## src/rtl/alu_issue_ctrl_pkg.sv

```systemverilog
// Shared ALU opcode and branch-condition encodings used by the issue stage and its neighbours.
package alu_issue_ctrl_pkg;

   localparam int ALUOP_W = 5;

   localparam logic [ALUOP_W-1:0] ALUOP_ADD  = 5'd0;
   localparam logic [ALUOP_W-1:0] ALUOP_SUB  = 5'd1;
   localparam logic [ALUOP_W-1:0] ALUOP_SLL  = 5'd2;
   localparam logic [ALUOP_W-1:0] ALUOP_SLT  = 5'd3;
   localparam logic [ALUOP_W-1:0] ALUOP_SLTU = 5'd4;
   localparam logic [ALUOP_W-1:0] ALUOP_XOR  = 5'd5;
   localparam logic [ALUOP_W-1:0] ALUOP_SRL  = 5'd6;
   localparam logic [ALUOP_W-1:0] ALUOP_SRA  = 5'd7;
   localparam logic [ALUOP_W-1:0] ALUOP_OR   = 5'd8;
   localparam logic [ALUOP_W-1:0] ALUOP_AND  = 5'd9;

   localparam logic [2:0] F3_BEQ  = 3'b000;
   localparam logic [2:0] F3_BNE  = 3'b001;
   localparam logic [2:0] F3_BLT  = 3'b100;
   localparam logic [2:0] F3_BGE  = 3'b101;
   localparam logic [2:0] F3_BLTU = 3'b110;
   localparam logic [2:0] F3_BGEU = 3'b111;

   function automatic logic aluop_is_shift(input logic [ALUOP_W-1:0] op);
      return (op == ALUOP_SLL) || (op == ALUOP_SRL) || (op == ALUOP_SRA);
   endfunction

endpackage

```

## src/rtl/alu_issue_ctrl_branch_cond.sv

```systemverilog
// Branch condition resolve from funct3 and ALU compare flags; pure combinational.
module branch_cond
   import alu_issue_ctrl_pkg::*;
(
   input  logic [2:0] i_funct3,
   input  logic       i_eq,
   input  logic       i_lt,
   input  logic       i_ltu,
   output logic       o_taken
);

   always_comb begin
      o_taken = 1'b0;
      case (i_funct3)
         F3_BEQ:  o_taken = i_eq;
         F3_BNE:  o_taken = !i_eq;
         F3_BLT:  o_taken = i_lt;
         F3_BGE:  o_taken = !i_lt;
         F3_BLTU: o_taken = i_ltu;
         F3_BGEU: o_taken = !i_ltu;
         default: o_taken = 1'b0;
      endcase
   end

endmodule

```

## src/rtl/alu_issue_ctrl.sv

```systemverilog
// ALU issue/sequencing stage: accepts one op, runs the ALU (incl. multi-cycle shifts),
// captures result and branch outcome, and hands it to writeback over valid/ready.
module alu_issue_ctrl
   import alu_issue_ctrl_pkg::*;
#(
   parameter int XLEN     = 32,
   parameter int REGW     = 5,
   parameter bit SC_SHIFT = 1'b0
) (
   input  logic               I_clk,
   input  logic               I_reset,
   input  logic               I_in_valid,
   output logic               O_in_ready,
   input  logic [ALUOP_W-1:0] I_in_aluop,
   input  logic [XLEN-1:0]    I_in_s1,
   input  logic [XLEN-1:0]    I_in_s2,
   input  logic [REGW-1:0]    I_in_rd,
   input  logic               I_in_branch,
   input  logic [2:0]         I_in_funct3,
   output logic               O_alu_en,
   output logic [ALUOP_W-1:0] O_alu_op,
   output logic [XLEN-1:0]    O_alu_s1,
   output logic [XLEN-1:0]    O_alu_s2,
   input  logic               I_alu_busy,
   input  logic [XLEN-1:0]    I_alu_data,
   input  logic               I_alu_lt,
   input  logic               I_alu_ltu,
   input  logic               I_alu_eq,
   output logic               O_res_valid,
   input  logic               I_res_ready,
   output logic [XLEN-1:0]    O_res_data,
   output logic [REGW-1:0]    O_res_rd,
   output logic               O_res_taken
);

   typedef enum logic [1:0] {
      ST_IDLE  = 2'd0,
      ST_EXEC  = 2'd1,
      ST_SHIFT = 2'd2,
      ST_CAPT  = 2'd3
   } state_t;

   state_t              r_state;
   logic [ALUOP_W-1:0]  r_op;
   logic [XLEN-1:0]     r_s1;
   logic [XLEN-1:0]     r_s2;
   logic [REGW-1:0]     r_rd;
   logic                r_branch;
   logic [2:0]          r_funct3;

   logic w_accept;
   logic w_load;
   logic w_cond;

   assign O_in_ready = (r_state == ST_IDLE);
   assign w_accept   = I_in_valid && O_in_ready;
   assign w_load     = (r_state == ST_CAPT) && (!O_res_valid || I_res_ready);

   assign O_alu_op = r_op;
   assign O_alu_s1 = r_s1;
   assign O_alu_s2 = r_s2;

   // While shifting, en tracks busy so it is already low in the busy-low cycle;
   // a high en there would be seen by the ALU as a fresh start.
   always_comb begin
      O_alu_en = 1'b0;
      case (r_state)
         ST_EXEC:  O_alu_en = 1'b1;
         ST_SHIFT: O_alu_en = I_alu_busy;
         default:  O_alu_en = 1'b0;
      endcase
   end

   branch_cond u_branch_cond (
      .i_funct3 (r_funct3),
      .i_eq     (I_alu_eq),
      .i_lt     (I_alu_lt),
      .i_ltu    (I_alu_ltu),
      .o_taken  (w_cond)
   );

   always_ff @(posedge I_clk) begin
      if (I_reset) begin
         r_state  <= ST_IDLE;
         r_op     <= '0;
         r_s1     <= '0;
         r_s2     <= '0;
         r_rd     <= '0;
         r_branch <= 1'b0;
         r_funct3 <= '0;
      end else begin
         case (r_state)
            ST_IDLE: if (w_accept) begin
               r_op     <= I_in_aluop;
               r_s1     <= I_in_s1;
               r_s2     <= I_in_s2;
               r_rd     <= I_in_rd;
               r_branch <= I_in_branch;
               r_funct3 <= I_in_funct3;
               r_state  <= ST_EXEC;
            end
            ST_EXEC:  r_state <= (aluop_is_shift(r_op) && !SC_SHIFT) ? ST_SHIFT : ST_CAPT;
            ST_SHIFT: if (!I_alu_busy) r_state <= ST_CAPT;
            ST_CAPT:  if (w_load) r_state <= ST_IDLE;
            default:  r_state <= ST_IDLE;
         endcase
      end
   end

   // Output register: a load wins over a drain in the same cycle, keeping valid high.
   always_ff @(posedge I_clk) begin
      if (I_reset) begin
         O_res_valid <= 1'b0;
         O_res_data  <= '0;
         O_res_rd    <= '0;
         O_res_taken <= 1'b0;
      end else if (w_load) begin
         O_res_valid <= 1'b1;
         O_res_data  <= I_alu_data;
         O_res_rd    <= r_rd;
         O_res_taken <= r_branch && w_cond;
      end else if (I_res_ready) begin
         O_res_valid <= 1'b0;
      end
   end

endmodule
```

## config.mk

```make
export PLATFORM = sky130hd
export DESIGN_NAME = alu_issue_ctrl
export DESIGN_NICKNAME = d
export VERILOG_FILES = /design/src/rtl/alu_issue_ctrl_pkg.sv /design/src/rtl/alu_issue_ctrl_branch_cond.sv /design/src/rtl/alu_issue_ctrl.sv
export SDC_FILE = /design/constraint.sdc
export NUM_CORES = 1
export LEC_CHECK = 0
export ABC_AREA = 1
export CAP_MARGIN = 20
export CORE_ASPECT_RATIO = 0.75
export CORE_UTILIZATION = 30
export DETAILED_ROUTE_END_ITERATION = 8
export SLEW_MARGIN = 40
export SYNTH_ARGS = -nofsm -noshare
export SYNTH_HDL_FRONTEND = slang
export SYNTH_SLANG_ARGS = --single-unit
export TNS_END_PERCENT = 20
```

## constraint.sdc

```tcl
create_clock -name I_clk -period 2 [get_ports I_clk]
set_input_delay 0.6 -clock I_clk [delete_from_list [all_inputs] [get_ports I_clk]]
set_output_delay 0.6 -clock I_clk [all_outputs]
set_load 0.01 [all_outputs]
```

==> notes.md, run 1 <==
run metrics: status finished, violations left, failing checks setup timing, largest net degree at the start of global routing ~59, Crit-path slowest cell clkdlybuf4s50_1, Final period util 100%, Setup Viol. Count Final 1, Cell Type Count 23, fin cells just under 1k, Slew Limit Fails 0, sequential power between 2 and 3 mW, Switching Share between 20% and 30%, WP data required between 1 and 1.5 ns, die height 107 um, combinational power between 2 and 2.5 mW, placed cells 949, vias in the first global route approximately 4.3k, CP Buf/Inv Count 2, CTS resizes 7, Commonest Layout Cell clkdlybuf4s50_1, Seq share, synth between 50% and 60%, grt met3 use about 7.9%, worst vdd rail ir drop ~0.00056 V, Yosys Instances ~550, GRT Util Overall between 10% and 20%, CTS Buf Count 17, Post-Syn Area ~4400 sq um, Largest Pwr Group clock, Clk. pwr slightly above 3 mW, min Tclk post-route 2.00 ns, Clock Pin Slew Worst Setup and Hold Paths 0.05 ns, layout cell share with drive strength beyond 1 about a tenth, H-tree Lvls 4, Clock Sinks about 120, Registers, synthesis between 100 and 150, gr busiest metal met2, hold path start r_rd[3]$_SDFFE_PP0P_, metal2 WL ~6.0 mm, Worst Setup Slack, final -0.000284 ns, CTS Buffer Depth 2, number of cells on the worst hold path 2, Leakage 2.75 nW, Initial DRT Pass Iterations 4, vias per cell 4.39, hold_buf cts 0, floorplan net count between 600 and 700, final count of hold timing violations 0, Yosys chip area about 4400 sq um, Layout area overhead 70.8%, R2R depth 7, cell taking the most area after synthesis dfxtp_1, Tightest Pin Transition approximately 0.43 ns, clock share of power a little over a third, overall power about 8.5 mW, Max Cap Violations 0, nets@finish ~900, family with the most delay on the worst path buffers and inverters, DRC viols 0, CP max stage delay 0.48 ns, most frequent cells in the layout clkdlybuf4s50_1, nand2_1, dfxtp_1, Gate power share around 29%, Antenna Cells 0, wire length on met1 roughly 6 mm, drt total wl about 13 mm, Worst R2R Start r_state[0]$_SDFFE_PP0P_, Hold WC Path Type reg -> reg, Ys Warns 0, port bufs 227, setup TNS -0.000284 ns, Startpoint Class primary input, RR Endpoint r_state[1]$_SDFFE_PP0P_, Routed met3 length ~1.2 mm, met2 Use GR 27.7%, sequential share of power between 30% and 40%
==> run 1: synthesized netlist by cell type (all sizes together) <==
| cell type | instances |
|---|---|
| inv | 18 |
| buf | 28 |
| or2 | 1 |
| ha | 4 |
| o21ai | 3 |
| a21oi | 112 |
| nand3 | 4 |
| nand2 | 231 |
| nand4 | 1 |
| dfxtp | 119 |
| nor2 | 12 |
| clkbuf | 8 |
| a211oi | 8 |
==> run 1: how the worst max path moves through the flow <==
stage | endpoint | depth (start not counted) | start | slack (ns)
2_1_floorplan | O_alu_en | 4 | r_state[0]$_SDFFE_PP0P_ | 0.47
5_1_grt | O_alu_en | 5 | r_state[0]$_SDFFE_PP0P_ | -0.01
3_5_place_dp | O_alu_en | 4 | I_alu_busy | -0.40
3_3_place_gp | O_alu_en | 4 | I_alu_busy | -0.40
4_1_cts | O_alu_en | 5 | r_state[1]$_SDFFE_PP0P_ | 0.008
6_report | O_alu_en | 4 | I_alu_busy | -0.0003
==> run 1: sequential cells by signal, summed over array words and instances (netlist names) <==
register / cells
O_alu_s1: 32
O_res_rd: 5
O_res_valid: 1
O_res_taken: 1
r_rd: 5
r_state: 2
r_funct3: 3
r_branch: 1
O_alu_s2: 32
O_res_data: 32
O_alu_op: 5
==> run 1: cell type report <==
cell class / instances / area [sq um]
tap: 195 / 244
multi-input combinational: 376 / 1720
fill: 1272 / 6490
inverter: 18 / 70.1
sequential: 119 / 2380
clock inverter: 9 / 123
timing repair buffer: 241 / 2460
clock buffer: 22 / 484
==> run 1: logic make-up after synthesis <==
| logic type | after synthesis | share of synthesized area, % |
|---|---|---|
| AND/OR/NAND/NOR | 249 | 22.4 |
| flip-flops | 119 | 54.3 |
| adder cells (fa/ha/maj) | 4 | 1.14 |
| AND-OR/OR-AND | 123 | 15.4 |
| buffers and inverters | 54 | 6.76 |
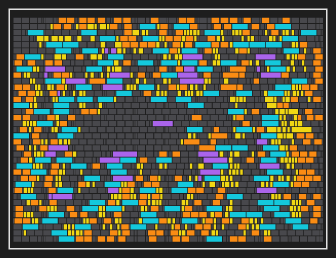
**Above:** run 1 (cell classes on the final placement).
Fill, decap, tap and diode cells in gray.
orange -> remaining buffers and delay cells  # cells 241, share of their area 34%
purple -> clock drivers and dummy loads  # cells 31, share of their area 8.4%
yellow -> combinational and other logic  # cells 394, share of their area 25%
cyan -> sequential cells  # cells 119, share of their area 33%
fraction of area in registers: 31.8%
Core Util, Final: 53.6%
core area: 14,000 sq um
Row Count: 37

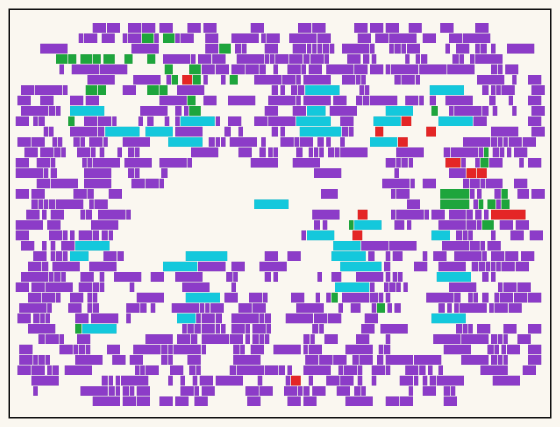
**Above:** run 1 (drive-strength map).
cyan -> _6 and larger  # cells 31
green -> _2 cells  # cells 36
red -> _3 and _4 cells  # cells 12
purple -> _0 and _1 cells  # cells 706
fin area: 7490 sq um
bufs w/o clock: 241

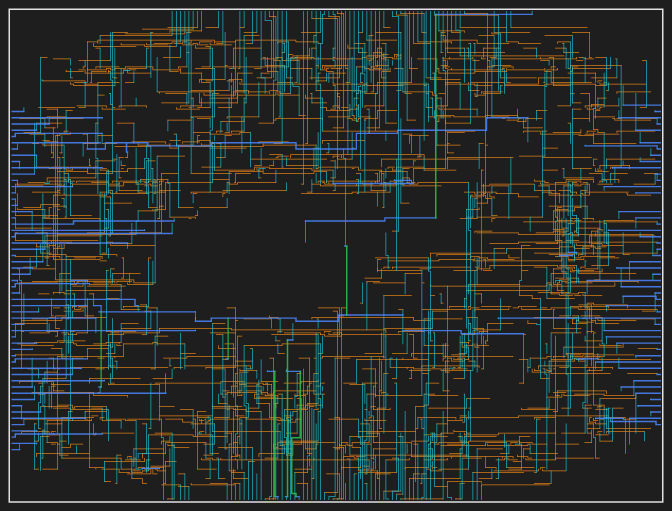
**Above:** run 1 (metal layers overlaid).
green -> metal 4  # wire length 176 um
cyan -> metal 2  # wire length 5,960 um
blue -> metal 3  # wire length 1,220 um
orange -> metal 1  # wire length 6,000 um

**Run 1: placement view**

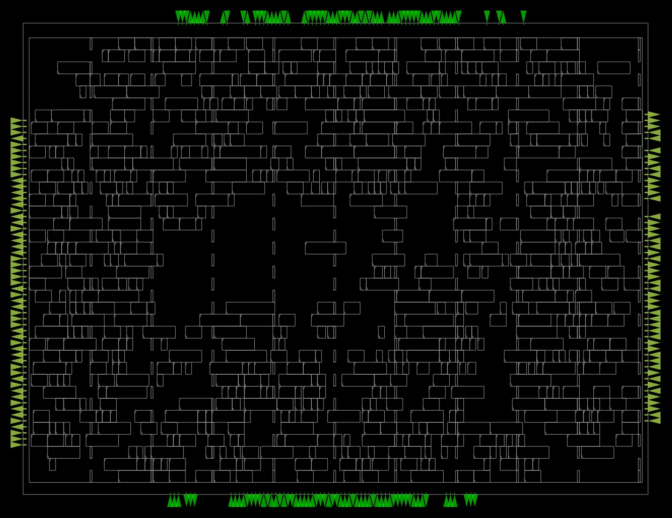

## Run 2: what changed since run 1
--- a/config.mk
+++ b/config.mk
@@ -8,6 +8,7 @@
 export ABC_AREA = 1
 export CAP_MARGIN = 20
 export CORE_ASPECT_RATIO = 0.75
+export CORE_MARGIN = 3
 export CORE_UTILIZATION = 30
 export DETAILED_ROUTE_END_ITERATION = 8
 export SLEW_MARGIN = 40
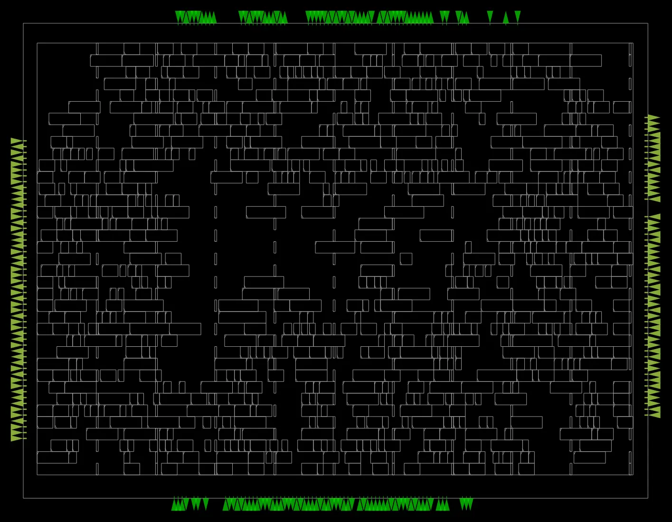
**Above:** run 2 (placement view).
fraction of area in registers: 32.4%
Fillers: 1,302

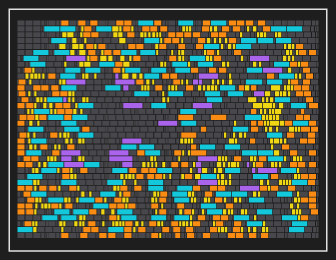
**Above:** run 2 (cell classes on the final placement).
Fill, decap, tap and diode cells in gray.
fin area: 7370 sq um
Core Util, Final: 52.7%

==> notes.md, run 2 <==
run metrics: status finished clean, R2R setup slack approximately 0.57 ns, Clock Pin Slew Worst Setup and Hold Paths 0.05 ns (about the same), postcts setup bufs 0, H-tree Lvls 4 (unchanged), CP endpoint O_alu_en, Setup Viol. Count Final 0 (-1), Clock Tree Root clkbuf_16, Power Dens Cells about 1100 nW/um^2, EDFF count, synth 0 (unchanged), vias per cell 4.46 (+1.6%), port bufs 227 (unchanged), CTS tree built, Commonest Layout Cell clkdlybuf4s50_1, Synth area leaders dfxtp_1, nand2_1, a21oi_1, overall power 8.11 mW (-4.8%), cell taking the most area after synthesis dfxtp_1, Slew headroom 75.1%, GPL Wtd Cong 0.747, Slew Limit Fails 0 (unchanged), Worst R2R Start r_state[0]$_SDFFE_PP0P_, nets@finish 893 (-0.22%), Critical Path End Type output pin, R2R depth 6 (-1), Antenna Cells 0 (unchanged), Die ar. 16,100 sq um, RSZ-0062 raised after global routing true, Startpoint Class flop, violation tally from detailed-route iteration zero between 200 and 250, Setup Skew around 0.0081 ns, Hold WC Path Type reg -> reg, clock share of power 34.6% (-1.9 points), hold_buf cts 0 (unchanged), Final period util 97.1% (-3.0 points), Gate power share 29.2% (+0.2 points), core area 14,000 sq um (unchanged), Cell Type Count 23 (unchanged), Internal Pwr Total 5.67 mW, Max Cap Violations 0 (unchanged), Top Ports between 200 and 250, worst vdd rail ir drop 0.000556 V (-0.10%), worst path arrival time roughly 1.3 ns, Row Count 37 (unchanged), WP data required 1.40 ns (about the same), Final ANT Viol Nets 0, Tightest Pin Transition 0.374 ns (-0.0591 ns), Yosys Instances 549 (unchanged), final count of hold timing violations 0 (unchanged), Post-Syn Area 4380 sq um (unchanged), Switching Share 30.0% (+0.90 points), CTS Buffer Depth 2 (unchanged), Area leader share a little over half, Initial DRT Pass Iterations 4 (unchanged), main flop type dfxtp_1, FMAX 0.515 GHz, hpwl dp 9.76 mm, Synth top cell by count nand2_1, most common library cells after synthesis nand2_1, dfxtp_1, a21oi_1, buf_2, inv_1, Clock Sinks 119 (unchanged), floorplan net count 671 (unchanged), most frequent cells in the layout clkdlybuf4s50_1, nand2_1, dfxtp_1, Layout area overhead 68.1%, initial core utilization between 30% and 40%, number of cells on the worst hold path 2 (unchanged), sequential share of power 36.2% (+1.7 points), initial antenna violation count 0, Registers, synthesis 119 (unchanged), Overflow after GRT 0, CTS Buf Count 17 (unchanged), RR Endpoint r_funct3[1]$_SDFFE_PP0P_, drt total wl 13.7 mm (+2.6%), GRT Util Overall 16.9% (-0.81 points), vias in the first global route 4,475 (+3.5%), Seq share, synth 54.3% (unchanged), largest net degree at the start of global routing 52 (-12%), async set or reset register ratio after synthesis 0% (unchanged), hold path start r_rd[1]$_SDFFE_PP0P_, net load switching power approximately 2.4 mW, vias 4,356, Late-Pin Clk Latency about 0.40 ns, Synth Instances roughly 550, Ys Warns 0 (unchanged), Yosys chip area 4380 sq um (unchanged), DRC viols 0 (unchanged), Leakage 2.70 nW (-1.8%), layout cell share with drive strength beyond 1 9.46% (-0.60 points), Mapped Avg Cell Area 7.99 sq um, min Tclk post-route 1.94 ns (-0.0590 ns), Worst Setup SP r_state[1]$_SDFFE_PP0P_, die height 111 um (+3.7%)
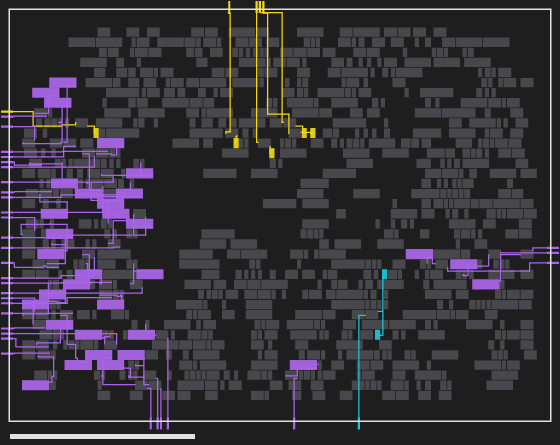
**Above:** run 2 (wires at chosen ports, followed through buffers).
Bar = 50 um.
yellow -> I_in_rd  # bits 5, direction input, end cells 5, buffers 5, wire 186 um
cyan -> I_alu_eq  # bits 1, direction input, end cells 2, buffers 1, wire 49.1 um
purple -> O_alu_s1  # bits 32, direction output, end cells 32, buffers 32, wire 1,060 um

run 2: per-stage QoR:
| stage | instance area (sq um) | instances | worst slack, ns | setup TNS [ns] |
|---|---|---|---|---|
| after floorplan | 4380 | 549 | 0.465 | 0 |
| after global placement | 6810 | 947 | -0.403 | -0.403 |
| after detailed placement | 6810 | 947 | -0.422 | -0.422 |
| after CTS | 7360 | 977 | 0.00299 | 0 |
| after global routing | 7370 | 977 | -0.0224 | -0.0224 |
| final | 7370 | 977 | 0.0588 | 0 |
run 2: per-layer routing:
metal / vias up / global-route usage (%) / part of all wire (%)
li1: 2193 / - / -
met1: 1997 / 20.2 / 43
met5: - / 0 / 0
met2: 149 / 27.5 / 47
met3: 17 / 7.03 / 8.1
met4: 0 / 6.01 / 1.8
run 2: cells by family after synthesis:
group	share of synthesized area [%]
and+or+nand+nor	22.4
adders and majority gates	1.14
AOI/OAI and AO/OA	15.4
DFF	54.3
buffers and inverters	6.76
run 2: worst max-delay path, cell delays in order, from the launching register on:
cell	delay, ns
dfxtp_2	0.32
inv_1	0.06
ha_1	0.27
inv_1	0.06
a21oi_2	0.09
buf_2	0.14
run 2: repair_timing:
action | in CTS | in global routing
resized | 7 | 5
endpoints found under the setup margin | 2 | 3
pin swaps | 1 | 0
run 2: final cells by class:
class	instances	area (sq um)
clock inverter	9	77.6
multi-input combinational	376	1710
timing repair buffer	239	2410
sequential	119	2390
inverter	18	70.1
tap	195	244
clock buffer	21	470
fill	1302	6610
run 2: power by group through the flow:
stage | Clock (mW) | Sequential, mW | Combinational, mW
after CTS | 2.88 | 2.93 | 2.41
after global routing | 2.99 | 2.98 | 2.62
after floorplan | 0 | 3.10 | 1.12
after global placement | 0 | 2.95 | 2.37
after detailed placement | 0 | 2.97 | 2.41
final | 2.81 | 2.93 | 2.37
**Run 2: drive-strength map**

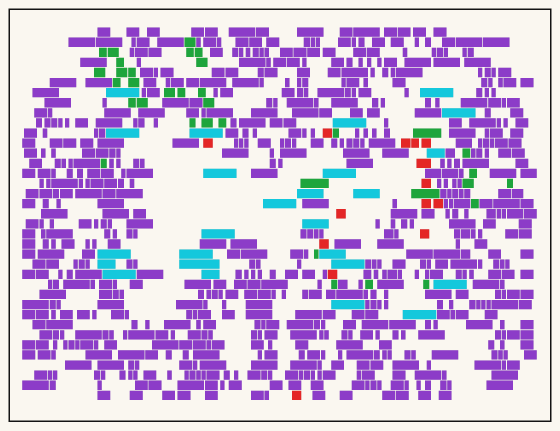

## Run 3: what changed since run 2
--- a/config.mk
+++ b/config.mk
@@ -9,8 +9,9 @@
 export CAP_MARGIN = 20
 export CORE_ASPECT_RATIO = 0.75
 export CORE_MARGIN = 3
-export CORE_UTILIZATION = 30
+export CORE_UTILIZATION = 40
 export DETAILED_ROUTE_END_ITERATION = 8
+export PLACE_DENSITY = 0.81
 export SLEW_MARGIN = 40
 export SYNTH_ARGS = -nofsm -noshare
 export SYNTH_HDL_FRONTEND = slang
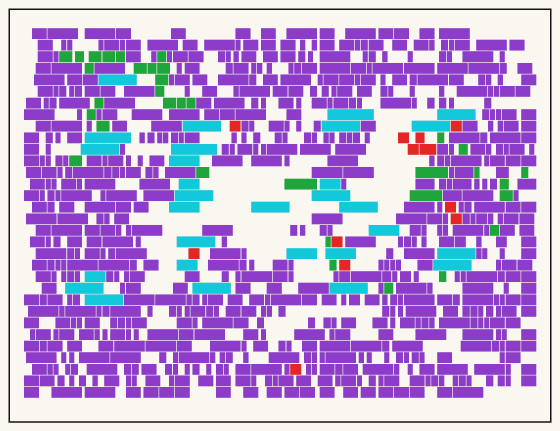
**Above:** run 3 (drive-strength map).
Worst Setup Slack, final: 0.0632 ns
Layout area overhead: 68.0%

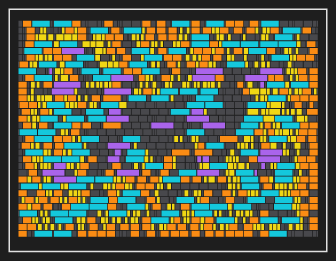
**Above:** run 3 (cell classes on the final placement).
Fill, decap, tap and diode cells in gray.
orange -> remaining buffers and delay cells  # cells 239, share of their area 34%
purple -> clock drivers and dummy loads  # cells 31, share of their area 8.5%
yellow -> combinational and other logic  # cells 394, share of their area 25%
cyan -> sequential cells  # cells 119, share of their area 33%
fin area: 7360 sq um
Row Count: 32
Core Util, Final: 70.2%
fraction of area in registers: 32.4%
core area: 10,500 sq um

==> notes.md, run 3 <==
run metrics: FMAX 0.516 GHz (+0.23%), worst vdd rail ir drop 0.000757 V (+36%), Switching Share 28.9% (-1.1 points), Gate power share 28.4% (-0.8 points), Final period util 96.8% (-0.22 points), Worst Setup SP O_alu_op[2]$_SDFFE_PP0P_, min Tclk post-route 1.94 ns (-0.00449 ns), async set or reset register ratio after synthesis 0% (unchanged), overall power 8.42 mW (+3.9%), family with the most delay on the worst path buffers and inverters, floorplan net count 671 (unchanged), Power Dens Cells 1140 nW/um^2 (+3.9%), Crit-path slowest cell clkdlybuf4s50_1, Final ANT Viol Nets 0 (unchanged), R2R depth 8 (+2), largest net degree at the start of global routing 58 (+12%), Slew Limit Fails 0 (unchanged), Initial DRT Pass Iterations 4 (unchanged), Post-Syn Area 4380 sq um (unchanged), layout cell share with drive strength beyond 1 9.58% (+0.12 points), Max Cap Violations 0 (unchanged), Commonest Layout Cell clkdlybuf4s50_1, CP Cell Sequence clkdlybuf4s50_1, Registers, synthesis 119 (unchanged), hpwl dp 9.13 mm (-6.4%), violation tally from detailed-route iteration zero 203 (unchanged), hold_buf cts 0 (unchanged), Late-Pin Clk Latency 0.40 ns (about the same), drt total wl 13.0 mm (-4.8%), CP Buf/Inv Count 1 (-2), vias 4,358 (+0.046%), clock share of power 36.8% (+2.2 points), Startpoint Class flop, most common library cells after synthesis nand2_1, dfxtp_1, a21oi_1, buf_2, inv_1, GPL Wtd Cong 0.800 (+7.1%), CTS Buffer Depth 2 (unchanged), CTS Buf Count 17 (unchanged), Yosys Instances 549 (unchanged), vias per cell 4.74 (+6.4%), cell taking the most area after synthesis dfxtp_1, Cell Type Count 23 (unchanged), Setup Skew 0.00994 ns (+0.00182 ns), CP endpoint O_alu_op[2], most frequent cells in the layout clkdlybuf4s50_1, nand2_1, dfxtp_1, Internal Pwr Total 5.99 mW (+5.5%), Clock Tree Root clkbuf_16, Synth Instances 549 (unchanged), nets@finish 893 (unchanged), die height 96.7 um (-13%), setup TNS 0 ns (unchanged), CTS tree built, GRT Util Overall 21.1% (+4.2 points), Clock Pin Slew Worst Setup and Hold Paths 0.06 ns (about the same), DRC viols 0 (unchanged), Mapped Avg Cell Area 7.99 sq um (unchanged), Synth area leaders dfxtp_1, nand2_1, a21oi_1, Top Ports 228 (unchanged), worst path arrival time 1.34 ns (about the same), Antenna Cells 0 (unchanged), EDFF count, synth 0 (unchanged), Tightest Pin Transition 0.526 ns (+0.153 ns), stages on the worst setup path 1 (-4), main flop type dfxtp_1, Fillers 784 (-40%), RR Endpoint r_state[0]$_SDFFE_PP0P_, sequential share of power 34.8% (-1.4 points), R2R setup slack 0.56 ns (about the same), Overflow after GRT 0 (unchanged), MI comb area 1710 sq um (unchanged), Clock Sinks 119 (unchanged), hold path start r_rd[2]$_SDFFE_PP0P_, Synth top cell by count nand2_1, Critical Path End Type output pin, final count of hold timing violations 0 (unchanged), port bufs 227 (unchanged), status finished clean, dpl ws -0.401 ns (+0.0210 ns), Yosys chip area 4380 sq um (unchanged), Setup Viol. Count Final 0 (unchanged)
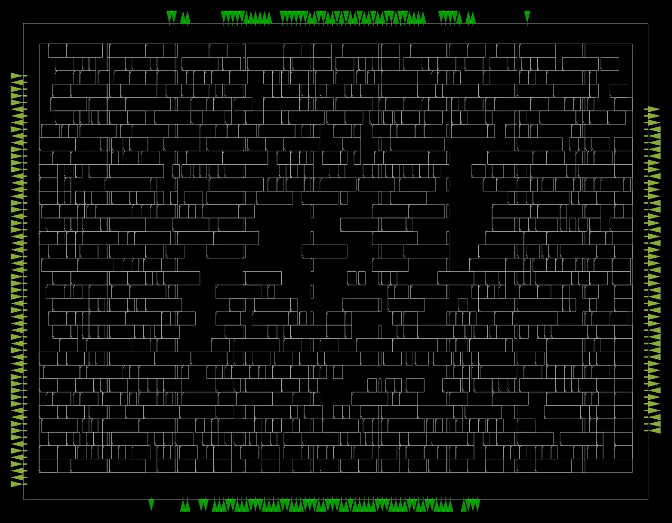
**Above:** run 3 (placement view).
fin cells: 919
Flop Count: 119

[run 3: cell types whose count changed in the layout (fill, tap and decap cells not counted), sizes merged]
| cell | before | now |
|---|---|---|
| clkinvlp | 3 | 2 |
| dlymetal6s2s | 2 | 1 |
| clkdlybuf4s50 | 222 | 223 |
| bufinv | 1 | 3 |
| clkinv | 5 | 3 |
| clkbuf | 21 | 23 |
[run 3: metrics by stage]
| step | cell area [sq um] | instances |
|---|---|---|
| CTS | 7360 | 919 |
| global placement | 6750 | 888 |
| floorplan | 4380 | 549 |
| global route | 7360 | 919 |
| detailed placement | 6750 | 888 |
| finish | 7360 | 919 |
[run 3: per-layer routing]
metal  global-route usage, %  part of all wire, %
met5                       0                    0
met4                    6.35                  1.6
met3                    10.0                  9.9
met2                    35.4                   48
met1                    23.8                   41
[run 3: area by class of cell]
class	count	area share [%]
Timing Repair Buffer	239	32.8
Sequential cell	119	32.4
Tap cell	136	2.31
Multi-Input combinational cell	376	23.2
Clock inverter	8	1.63
Inverter	18	0.951
Clock buffer	23	6.63
[run 3: power groups by stage]
| stage | Combinational [mW] | Clock (mW) | Sequential (mW) |
|---|---|---|---|
| after global routing | 2.63 | 3.24 | 2.97 |
| after global placement | 2.34 | 0 | 2.95 |
| after detailed placement | 2.40 | 0 | 2.97 |
| after CTS | 2.42 | 3.15 | 2.93 |
| final | 2.39 | 3.10 | 2.93 |
| after floorplan | 1.12 | 0 | 3.10 |
[run 3: cell families after synthesis]
family	after synthesis	share of synthesized area, %
AOI/OAI and AO/OA	123	15.4
adders and majority gates	4	1.14
buffers and inverters	54	6.76
DFF	119	54.3
and+or+nand+nor	249	22.4
Power and IR drop assume default switching activity.
